[src/rtl/disp_digit_formatter.sv]
// Converts two 14-bit amounts to BCD (sequential double-dabble) and formats them for the
// 8-digit seven-segment stage, with leading-zero blanking, overrange dashes and per-half blink.
module disp_digit_formatter #(
  parameter int BLINK_DIV   = 50000000,
  parameter int LZ_SUPPRESS = 1
) (
  input  logic        clk100MHZ,
  input  logic        rst_n,
  input  logic        load,
  input  logic [13:0] left_val,
  input  logic [13:0] right_val,
  input  logic        blink_l,
  input  logic        blink_r,
  output logic        busy,
  output logic        done,
  output logic [39:0] dig
);

  localparam int          CW         = (BLINK_DIV > 1) ? $clog2(BLINK_DIV) : 1;
  localparam logic [CW-1:0] BLINK_LAST = CW'(BLINK_DIV - 1);
  localparam logic [4:0]  CODE_BLANK = 5'd16;
  localparam logic [4:0]  CODE_DASH  = 5'd17;
  localparam logic [3:0]  LAST_ITER  = 4'd14;

  typedef enum logic {S_IDLE, S_CONV} state_t;

  state_t          state;
  logic [3:0]      iter;
  logic [13:0]     bin_l, bin_r;
  logic [15:0]     bcd_l, bcd_r;
  logic            ovr_l, ovr_r;
  logic [39:0]     held;
  logic [CW-1:0]   blink_cnt;
  logic            blink_on;

  // One double-dabble step: correct every nibble that would overflow past 9, then shift in.
  function automatic logic [15:0] dabble(input logic [15:0] bcd, input logic bit_in);
    logic [15:0] t;
    t = bcd;
    for (int i = 0; i < 4; i++) begin
      if (t[4*i +: 4] >= 4'd5) t[4*i +: 4] = t[4*i +: 4] + 4'd3;
    end
    return (t << 1) | {15'd0, bit_in};
  endfunction

  function automatic logic [19:0] fmt_half(input logic [15:0] bcd, input logic ovr);
    logic [19:0] res;
    logic        lead;
    logic [3:0]  nib;
    res  = '0;
    lead = (LZ_SUPPRESS != 0);
    for (int i = 3; i >= 0; i--) begin
      nib = bcd[4*i +: 4];
      if (ovr) begin
        res[5*i +: 5] = CODE_DASH;
      end else if (lead && (i != 0) && (nib == 4'd0)) begin
        res[5*i +: 5] = CODE_BLANK;
      end else begin
        res[5*i +: 5] = {1'b0, nib};
        lead          = 1'b0;
      end
    end
    return res;
  endfunction

  // NOTE: sequential state uses non-blocking assignments only, so every register
  // samples pre-edge values and the shifters stay in lockstep regardless of statement order.
  // NOTE: the held digit register is reset (to blank) because it drives the display directly;
  // the shifter contents are reset too, keeping an aborted conversion from leaking anywhere.
  always_ff @(posedge clk100MHZ or negedge rst_n) begin
    if (!rst_n) begin
      state <= S_IDLE;
      iter  <= '0;
      bin_l <= '0;
      bin_r <= '0;
      bcd_l <= '0;
      bcd_r <= '0;
      ovr_l <= 1'b0;
      ovr_r <= 1'b0;
      held  <= {8{CODE_BLANK}};
      done  <= 1'b0;
    end else begin
      done <= 1'b0;
      case (state)
        S_IDLE: begin
          if (load) begin
            bin_l <= left_val;
            bin_r <= right_val;
            bcd_l <= '0;
            bcd_r <= '0;
            ovr_l <= (left_val  > 14'd9999);
            ovr_r <= (right_val > 14'd9999);
            iter  <= '0;
            state <= S_CONV;
          end
        end
        S_CONV: begin
          if (iter == LAST_ITER) begin
            held  <= {fmt_half(bcd_l, ovr_l), fmt_half(bcd_r, ovr_r)};
            done  <= 1'b1;
            state <= S_IDLE;
          end else begin
            bcd_l <= dabble(bcd_l, bin_l[13]);
            bcd_r <= dabble(bcd_r, bin_r[13]);
            bin_l <= {bin_l[12:0], 1'b0};
            bin_r <= {bin_r[12:0], 1'b0};
            iter  <= iter + 4'd1;
          end
        end
        default: state <= S_IDLE;
      endcase
    end
  end

  // Free-running blink phase, deliberately independent of conversion activity.
  always_ff @(posedge clk100MHZ or negedge rst_n) begin
    if (!rst_n) begin
      blink_cnt <= '0;
      blink_on  <= 1'b1;
    end else if (blink_cnt == BLINK_LAST) begin
      blink_cnt <= '0;
      blink_on  <= ~blink_on;
    end else begin
      blink_cnt <= blink_cnt + CW'(1);
    end
  end

  assign busy = (state == S_CONV);
  assign dig  = {(blink_l && !blink_on) ? {4{CODE_BLANK}} : held[39:20],
                 (blink_r && !blink_on) ? {4{CODE_BLANK}} : held[19:0]};

endmodule

[config.mk]
export PLATFORM = sky130hd
export DESIGN_NAME = disp_digit_formatter
export DESIGN_NICKNAME = d
export VERILOG_FILES = /design/src/rtl/disp_digit_formatter.sv
export SDC_FILE = /design/constraint.sdc
export NUM_CORES = 1
export LEC_CHECK = 0
export CAP_MARGIN = 20
export CORE_UTILIZATION = 40
export CTS_CLUSTER_SIZE = 20
export DETAILED_ROUTE_END_ITERATION = 7
export SKIP_LAST_GASP = 1
export SYNTH_ARGS = -nofsm -noshare
export SYNTH_HDL_FRONTEND = slang
export SYNTH_SLANG_ARGS = --single-unit
[constraint.sdc]
create_clock -name clk100MHZ -period 1.7 [get_ports clk100MHZ]
set_input_delay 0.34 -clock clk100MHZ [delete_from_list [all_inputs] [get_ports clk100MHZ]]
set_output_delay 0.34 -clock clk100MHZ [all_outputs]
set_load 0.005 [all_outputs]
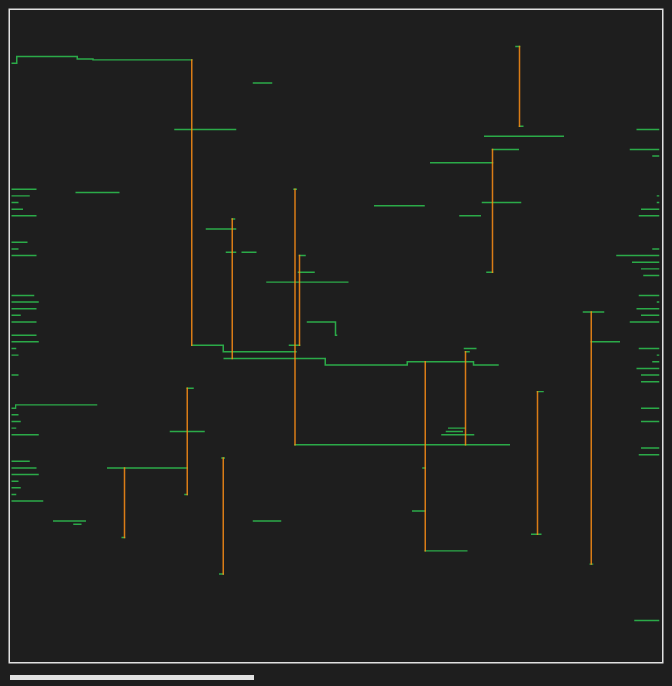
Fig. 1. Wiring by layer (run 1).
Scale bar: 50 um. Only two layers are drawn.
| layer | color | wire length |
|---|---|---|
| M4 | orange | 398 um |
| M3 | green | 573 um |
DR vias: 5725
WL/cell: 15.48 um

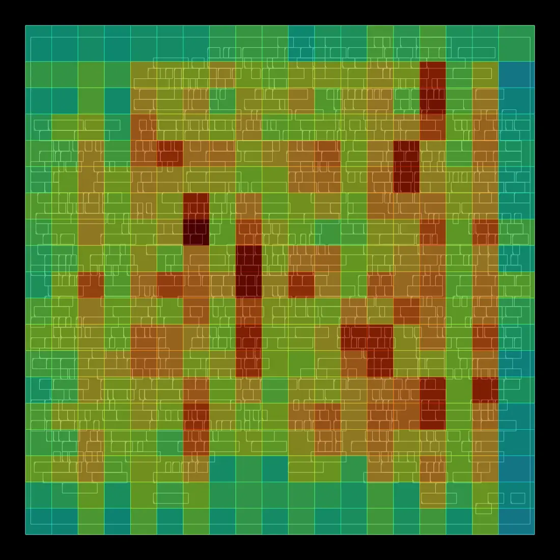
Fig. 2. Track usage over the die (run 1).
GRT met2 Usage: 33.59%
GRT met1 Usage: 25.02%
busiest grt layer: met2

==> qor.yml, run 1 <==
outcome:
  outcome: "finished, violations left"
  failed_checks: "negative setup slack"
power:
  sw_frac_of_total_pct: 34.77
  vdd_ir_drop_max_mv: 0.7037
  powerClk_uw: 3450
  p_switching_uw: 5123
  power_uw: 14740
  power_leader: "combinational cells"
  p_seq_share_pct: 37.0
  p_comb_share_pct: 39.6
  powerDensity_mw_per_mm2: 1552
  pwr-share-clk_pct: 23.4
setup_path:
  path_max_fanout: 5
  rr_worst_depth: 7
  critical-path-max-stage-delay_ps: 560
  rrSetupSlack_ps: 70
  cp_cell_sequence: "nand2b_4 > buf_12 > buf_16 > and2_4 > buf_6"
  end_kind: "output port"
  slowest_stage: "dfstp_2"
  cp.required_ps: 1360
  r2r_start: "bcd_r[13]"
clock_tree:
  clkSinkCount: 135
  clockBufferDepth: 2
  root_buffer: "clkbuf_16"
  cts_resized: 209
  cts_inserted_buffers: 17
drt:
  drt_first_pass_iters: 5
  ant_nets: 0
  wirelength_um: 16960
  top_layer_used: "met4"
  dr_wl_met3_um: 573
  drt-met1-wl_um: 7754
  via_per_inst: 5.224
  wl_met2_um: 8239
yosys:
  synth_top_cell_by_count: "dfrtp_1"
  synthCells: 716
  ys_area_mm2: 0.006932
  synth.top_cell.area_share_pct: 45.49
  synth_seq_share_pct: 48.90
  largest_area_cell: "dfrtp_1"
  synthTopCellsByCount: "dfrtp_1 (126), nand2_1 (99), o21ai_0 (78), nand2b_1 (37), nand3_1 (37)"
  ys_warn_count: 0
  yosysCellCount: 716
  synth_flop_count: 135
  ys_top_cells_by_area: "dfrtp_1 (45%), o21ai_0 (5.6%), nand2_1 (5.4%)"
  synth.distinct_cells: 55
global_route:
  grt_overflow: 0
  grt_pass1_vias: 5757
  grt_antenna_before_repair: 0
timing:
  layout_setup_ws_ps: -262.7
  fin_crit_sh_pct: 115.5
  worst_pin_slew_ps: 621.3
  setup_viol: 40
  rsz0062_at_grt: "true"
  fin_skew_ps: 8.201
  fin_crit_ps: 1963
  finalHoldViolCount: 0
floorplanning:
  fp-row-count: 47
  die_h_um: 133.6
  die_area_mm2: 0.01786
job:
  warnings: 41
  maxCapViolCount: 0
placed_design:
  place_congestion: 0.8043
final_layout:
  combGateArea_mm2: 0.003520
  reg_top3: "held: 40 flops, blink_cnt: 26 flops"
  lay_top_count: "dfrtp_1"
  largest_reg_flops: 40
  diodes: 0
  mostFrequentLayoutCells: "dfrtp_1 (121), nand2_1 (97), o21ai_0 (76)"
  final-seq-area_mm2: 0.003396
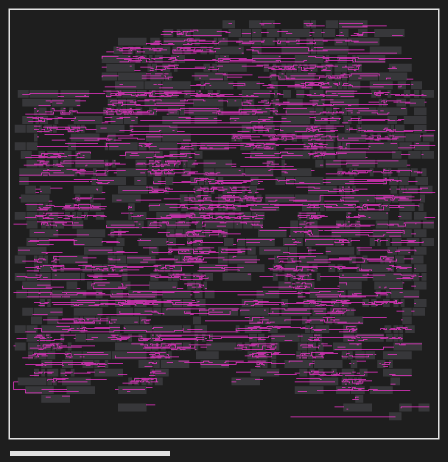
Fig. 3. The metal 1 layer (run 1).
Scale bar: 50 um.
main direction: horizontal
wire length on this layer: 7750 um

-- run 1: per-stage QoR --
stage | setup slack (ps) | hold slack (ps) | area, um2 | instances
CTS | -287.0 | 386.6 | 9233 | 1093
detailed placement | -321.4 | 253.4 | 8444 | 1043
global route | -318.5 | 406.5 | 9497 | 1096
floorplan | 2.238 | 44.41 | 6933 | 716
global placement | -315.6 | 248.9 | 8444 | 1043
finish | -262.7 | 381.5 | 9497 | 1096
-- run 1: cell families (layout without fill, tap and decap cells) --
| kind of cell | after synthesis | in the layout | share of synthesized area (%) |
|---|---|---|---|
| AND/OR/NAND/NOR | 282 | 285 | 21.44 |
| XOR/XNOR | 26 | 26 | 3.285 |
| flip-flops | 135 | 135 | 48.90 |
| buffers and inverters | 63 | 220 | 3.881 |
| multiplexers | 32 | 32 | 4.765 |
| AND-OR/OR-AND | 155 | 155 | 13.57 |
| adder cells (fa/ha/maj) | 23 | 23 | 4.152 |
-- run 1: cell type report --
cell class              count  area share (%)
flip-flops and latches    135           35.76
clock buffers              28           5.336
well taps                 220           2.899
repair buffers            166           17.60
inverters                  22          0.8696
multi-input cells         521           37.06
clock inverters             4          0.4743
-- run 1: worst reg2reg max path, cell delays in order, from the launching register on --
cell      delay (ps)
dfrtp_1          350
inv_1             70
buf_4            150
ha_1             170
nand2b_1         150
a21oi_2          170
mux2_2           360
o21ai_1          140
-- run 1: worst max-delay path by stage --
stage / start / endpoint / slack (ps) / cells after the start
finish: blink_on / dig[15] / -260 / 5
detailed placement: blink_l / dig[36] / -320 / 5
global placement: blink_l / dig[36] / -320 / 5
global route: blink_on / dig[15] / -320 / 5
CTS: blink_on / dig[5] / -290 / 5
floorplan: iter[0] / held[14] / 2 / 8
--- run 2 (diff from run 1) ---
- CAP_MARGIN: 20 -> default
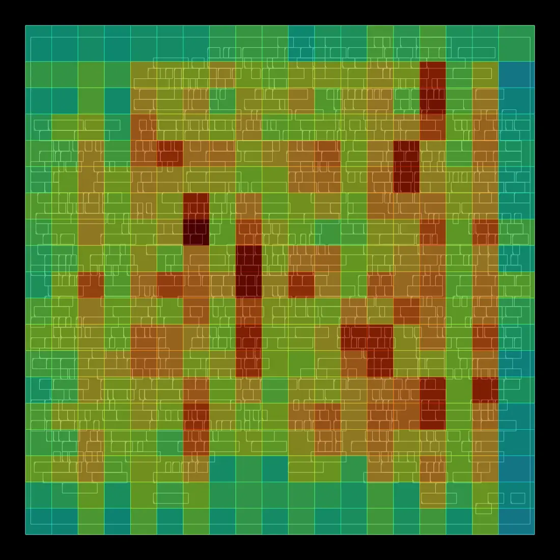
Fig. 4. Track usage over the die (run 2).
GRT Util Overall: 19.88%
GR Layer Usage met3: 3.615%
final core utilization: 56.66%

==> qor.yml, run 2 <==
outcome:
  outcome: "finished, violations left"
  failed_checks: "negative setup slack"
drt:
  via_per_inst: 5.224  # unchanged
  dr_total_vias: 5725  # unchanged
  drt-met1-wl_um: 7754  # unchanged
  wl_met2_um: 8239  # unchanged
  ant_nets: 0  # unchanged
  drt_first_pass_iters: 5  # unchanged
  top_layer_used: "met4"
  routedWlPerCell_um: 15.48  # unchanged
power:
  p_comb_share_pct: 39.6  # about the same
  vdd_ir_drop_max_mv: 0.7037  # unchanged
  p_seq_share_pct: 37.0  # about the same
  pwr-share-clk_pct: 23.4  # about the same
  p_switching_uw: 5123  # unchanged
  powerDensity_mw_per_mm2: 1552  # unchanged
  power_uw: 14740  # unchanged
global_route:
  gr-usage-met1_pct: 25.02  # unchanged
  grt_overflow: 0  # unchanged
  grt_pass1_vias: 5757  # unchanged
  grt_antenna_before_repair: 0  # unchanged
  grtUsageMet2_pct: 33.59  # unchanged
  busiest_layer: "met2"
setup_path:
  rrSetupSlack_ps: 70  # about the same
  r2r_start: "bcd_r[13]"
  end_kind: "output port"
  rr_worst_depth: 7  # unchanged
  cp_cell_sequence: "nand2b_4 > buf_12 > buf_16 > and2_4 > buf_6"
  critical-path-max-stage-delay_ps: 560  # about the same
placed_design:
  dpl.cell_count: 1043  # unchanged
  place_congestion: 0.8043  # unchanged
  place_area_mm2: 0.008444  # unchanged
yosys:
  synth_flop_count: 135  # unchanged
  ys_sh_xor_pct: 3.285  # unchanged
  synth.distinct_cells: 55  # unchanged
  aoi_share_pct: 13.57  # unchanged
  ys_top_cells_by_area: "dfrtp_1 (45%), o21ai_0 (5.6%), nand2_1 (5.4%)"
  ys_sh_simple_pct: 21.44  # unchanged
  ys_warn_count: 0  # unchanged
  top_logic_kind: "simple AND/OR/NAND/NOR gates"
  synthTopCellsByCount: "dfrtp_1 (126), nand2_1 (99), o21ai_0 (78), nand2b_1 (37), nand3_1 (37)"
  synthCells: 716  # unchanged
  largest_area_cell: "dfrtp_1"
  synth_seq_share_pct: 48.90  # unchanged
  adder_share_pct: 4.152  # unchanged
  synth_top_cell_by_count: "dfrtp_1"
  mux_share_pct: 4.765  # unchanged
  synth.top_cell.area_share_pct: 45.49  # unchanged
  ys_area_mm2: 0.006932  # unchanged
timing:
  fin_crit_sh_pct: 115.5  # unchanged
  layout_setup_ws_ps: -262.7  # unchanged
  finalHoldViolCount: 0  # unchanged
  setup_viol: 40  # unchanged
  worst_pin_slew_ps: 621.3  # unchanged
  rsz0062_at_grt: "true"
  fin_skew_ps: 8.201  # unchanged
final_layout:
  stdcell_area_mm2: 0.009497  # unchanged
  mostFrequentLayoutCells: "dfrtp_1 (121), nand2_1 (97), o21ai_0 (76)"
  fin_cells: 1096  # unchanged
  diodes: 0  # unchanged
  largest_reg_flops: 40  # unchanged
  reg_top3: "held: 40 flops, blink_cnt: 26 flops"
  lay_top_count: "dfrtp_1"
floorplanning:
  die_h_um: 133.6  # unchanged
  fp-row-count: 47  # unchanged
  die_area_mm2: 0.01786  # unchanged
clock_tree:
  clkSinkCount: 135  # unchanged
  root_buffer: "clkbuf_16"
job:
  warnings: 41  # unchanged
  maxCapViolCount: 0  # unchanged
run 2: cell counts in the layout (fill, tap and decap cells not counted):
Identical to the previous run, type by type.
run 2: layout make-up:
cell class              instances  area (um2)
inverters                      22       82.58
multi-input cells             521        3520
fillers                      1448        7263
well taps                     220       275.3
flip-flops and latches        135        3396
clock inverters                 4       45.04
repair buffers                166        1672
clock buffers                  28       506.7
run 2: worst max path at each step:
stage | slack (ps) | cells past startpoint | endpoint | startpoint
after floorplan | 2 | 8 | held[14] | iter[0]
after global placement | -320 | 5 | dig[36] | blink_l
after detailed placement | -320 | 5 | dig[36] | blink_l
after CTS | -290 | 5 | dig[5] | blink_on
after global routing | -320 | 5 | dig[15] | blink_on
final | -260 | 5 | dig[15] | blink_on
run 2: power groups by stage:
stage / logic [uW] / clock network (uW) / registers, uW
finish: 5830 / 3450 / 5460
global route: 6520 / 3660 / 5640
CTS: 5560 / 3520 / 5400
detailed placement: 5430 / 0 / 5430
global placement: 5220 / 0 / 5360
floorplan: 3610 / 0 / 5040
run 2: what timing repair did:
item | 4_1_cts | 5_1_grt
hold buffers | 1 | 0
pin swaps | 28 | 9
resized | 209 | 69
setup endpoints to repair | 53 | 103
setup buffers | 12 | 3
hold endpoints to repair | 19 | 0
gates cloned | 6 | 0
run 2: per-stage QoR:
step	hold WS, ps	setup slack (ps)	utilization (%)
final	381.5	-262.7	56.66
after global routing	406.5	-318.5	56.66
after CTS	386.6	-287.0	55.09
after detailed placement	253.4	-321.4	50.38
after global placement	248.9	-315.6	50.38
after floorplan	44.41	2.238	-
run 2: worst register-to-register path, stage by stage, from the launching register on:
cell	delay (ps)
dfrtp_1	350
inv_1	70
buf_4	150
ha_1	170
nand2b_1	150
a21oi_2	170
mux2_2	360
o21ai_1	140
Power is estimated from default activity; no workload was simulated.
